--- src/rtl/i2s.sv ---
// i2s -- I2S master receiver for a 24-bit stereo ADC.
// clk is the ADC master clock at 256 x fs. One free-running 8-bit counter
// produces every timing signal:
//   bck  = cnt[1]    bit clock, clk/4 (64 x fs)
//   lrck = cnt[7]    word select, clk/256 (fs); 0 = left, 1 = right
//   slot = cnt[6:2]  bit slot within the current lrck half (0..31)
// Slot 0 is the I2S one-bit delay after an lrck edge. Slots 1..24 carry the
// 24-bit word MSB first. Slots 25..31 are padding and are ignored.
// Each bit is sampled on the clk edge where cnt[1:0] == 2, in the middle of
// the bck high phase. The last bit (slot 24) is sampled at cnt[6:0] == 98,
// so the word is captured one clk later at cnt[6:0] == 99.
//
// Optional feature (macro I2S_PAIR_ALIGN_EN):
//   When this macro is defined, the left word is first held in an internal
//   register. left and right then update together at cnt == 227, so the two
//   outputs always form a pair from the same frame.
//   When the macro is undefined, left updates at cnt == 99 and right
//   updates at cnt == 227.
// The port list and the reset values are the same in both builds.
//
// There is no valid strobe. left and right simply hold the newest complete
// sample. A consumer may read them at any time and must accept a value that
// is up to one frame old.
`timescale 1ns/1ps

module i2s (
    input  logic        clk,
    input  logic        reset,
    input  logic        din,
    output logic        bck,
    output logic        lrck,
    output logic        scki,
    output logic [23:0] left,
    output logic [23:0] right
);

    logic [7:0]  cnt;
    logic [23:0] shift;
    logic [4:0]  slot;
    logic        sample_en;
    logic        capture_en;

    assign slot       = cnt[6:2];
    assign sample_en  = (cnt[1:0] == 2'd2) && (slot >= 5'd1) && (slot <= 5'd24);
    assign capture_en = (cnt[6:0] == 7'd99);

    // Clock outputs come straight from counter bits, so they are glitch-free.
    // scki passes clk through untouched, and it keeps running during reset.
    assign bck  = cnt[1];
    assign lrck = cnt[7];
    assign scki = clk;

    // Free-running frame counter; it restarts at left channel, slot 0, after reset.
    always_ff @(posedge clk or negedge reset) begin
        if (!reset) begin
            cnt <= 8'd0;
        end else begin
            cnt <= cnt + 8'd1;
        end
    end

    // Shift in data bits from slots 1..24. The register is never cleared
    // between words, because 24 new bits fully overwrite it.
    always_ff @(posedge clk or negedge reset) begin
        if (!reset) begin
            shift <= 24'd0;
        end else if (sample_en) begin
            shift <= {shift[22:0], din};
        end
    end

`ifdef I2S_PAIR_ALIGN_EN
    logic [23:0] left_hold;

    // Keep the left word until the matching right word arrives, then publish both together.
    always_ff @(posedge clk or negedge reset) begin
        if (!reset) begin
            left_hold <= 24'd0;
            left      <= 24'd0;
            right     <= 24'd0;
        end else if (capture_en) begin
            if (!cnt[7]) begin
                left_hold <= shift;
            end else begin
                left  <= left_hold;
                right <= shift;
            end
        end
    end
`else
    // Publish each channel one clk after its last bit has been sampled.
    always_ff @(posedge clk or negedge reset) begin
        if (!reset) begin
            left  <= 24'd0;
            right <= 24'd0;
        end else if (capture_en) begin
            if (!cnt[7]) begin
                left <= shift;
            end else begin
                right <= shift;
            end
        end
    end
`endif

endmodule

--- config.mk ---
export PLATFORM = sky130hd
export DESIGN_NAME = i2s
export DESIGN_NICKNAME = d
export VERILOG_FILES = /design/src/rtl/i2s.sv
export SDC_FILE = /design/constraint.sdc
export NUM_CORES = 1
export LEC_CHECK = 0
export CELL_PAD_IN_SITES_DETAIL_PLACEMENT = 2
export CELL_PAD_IN_SITES_GLOBAL_PLACEMENT = 2
export CORE_ASPECT_RATIO = 1.25
export CORE_MARGIN = 2
export CORE_UTILIZATION = 38
export CTS_BUF_LIST = sky130_fd_sc_hd__clkbuf_8
export DETAILED_ROUTE_END_ITERATION = 16
export PLACE_DENSITY_LB_ADDON = 0.25
export SLEW_MARGIN = 20
export SYNTH_ARGS = -nofsm -noshare
export SYNTH_HDL_FRONTEND = slang
export SYNTH_SLANG_ARGS = --single-unit
--- constraint.sdc ---
create_clock -name clk -period 2.1 [get_ports clk]
set_input_delay 0.21 -clock clk [delete_from_list [all_inputs] [get_ports clk]]
set_output_delay 0.21 -clock clk [all_outputs]
set_load 0.02 [all_outputs]
==> flow_summary.yaml <==
# yosys + openroad results
clock_tree:
  cts_resized: 0
  cts_setup_buffers: 0
  clk_pin_slew_ps: 70
floorplanning:
  design.die.area_um2: 10300
  fp_util: 0.393
  die_w_um: 91.1
  fp.coreArea_um2: 9170
  taps: 123
critical_path:
  cp.arrival_ps: 1790
  crit_type: "clk2out"
synth:
  synthTopCellsByArea: "dfrtp_1 56%, mux2_2 15%, a222oi_1 6.7%"
  simple_gate_share: 0.0867
  ys_top_logic_family: "multiplexers"
  ff_type: "dfrtp_1"
  synth.avg_cell_area_um2: 13.1
  synthTopCellsByCount: "80 x dfrtp_1, 48 x mux2_2, 28 x inv_1"
  top_area_cell: "dfrtp_1"
grt:
  antenna_found_initial: 0
  grt_start_max_net_pins: 81
  grt_remaining_overflow: 0
timing:
  final_hold_viol_count: 0
  slew_headroom: 0.489
  tightest_slew_ps: 765
layout:
  bufAreaShareNonClock: 0.148
  comb_area_share: 0.305
  comb_cells: 144
  regArea_um2: 2000
power:
  powerDensity_nw_per_um2: 617
routing:
  wl_met3_um: 260
  wl_per_cell_um: 19.0
place:
  place_inst: 445
  post-dp-hpwl_mm: 5.79
flow_run:
  drv_cap: 0
outcome:
  outcome: "completed"
-- critical path, cell delays in order --
cell and delay [ps]:
clkbuf_8 110, clkbuf_8 120, clkdlybuf4s50_1 520
-- report_power, final --
part	internal (µW)	switching (µW)	total (µW)	leakage (µW)
logic	22.3	43.0	65.3	0.000843
registers	1550	16.1	1570	0.00107
clock network	561	593	1150	0.000113
-- flip-flops by register name, indices dropped and copies added, names as in the netlist --
register / flops
cnt: 8
left: 24
shift: 24
right: 24
-- worst min path at each step --
stage | slack [ps] | to | cells past startpoint | start
floorplan | -90 | cnt[0] | 0 | reset
global placement | 270 | left[10] | 2 | reset
detailed placement | 270 | right[10] | 2 | reset
CTS | 320 | right[12] | 3 | reset
global route | 340 | right[12] | 3 | reset
finish | 310 | left[10] | 3 | reset
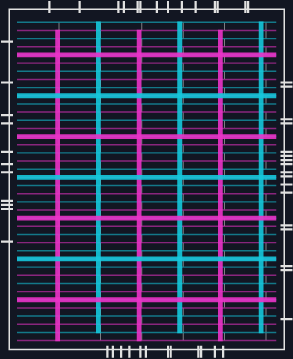
Figure 1: power grid.
Drawn at 3 px/µm. Pins as bars on the die edge. Tap cells in gray.
color	net
magenta	VSS
cyan	VDD
signal pins	54
met4 straps	6
met1 rails	40
rows	39
tap cells	123

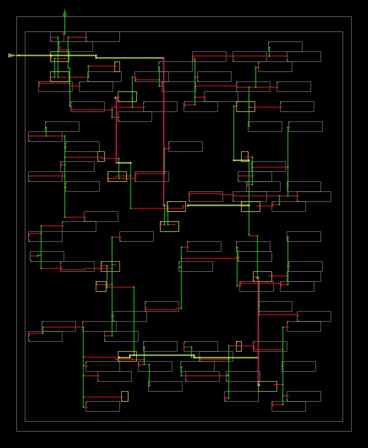
Figure 2: clock nets.
clk_lat worst skew: 460 ps
clk_skew: 7.71 ps
registers: 80
clock network power: 1150 µW
clk_buf instances: 13

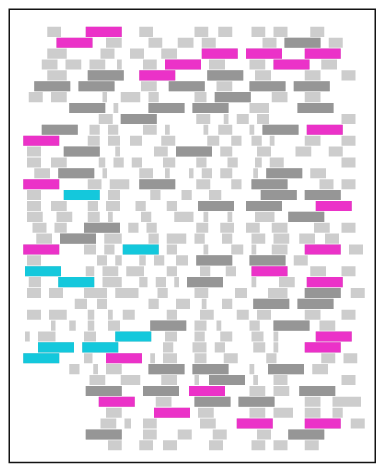
Figure 3: where the registers sit.
Drawn at 4 px/µm.
color	name in the netlist	sequential cells
cyan	cnt	8
magenta	right	24
not colored	48

Power figures rest on the tool's default switching activity, not on a simulated workload.
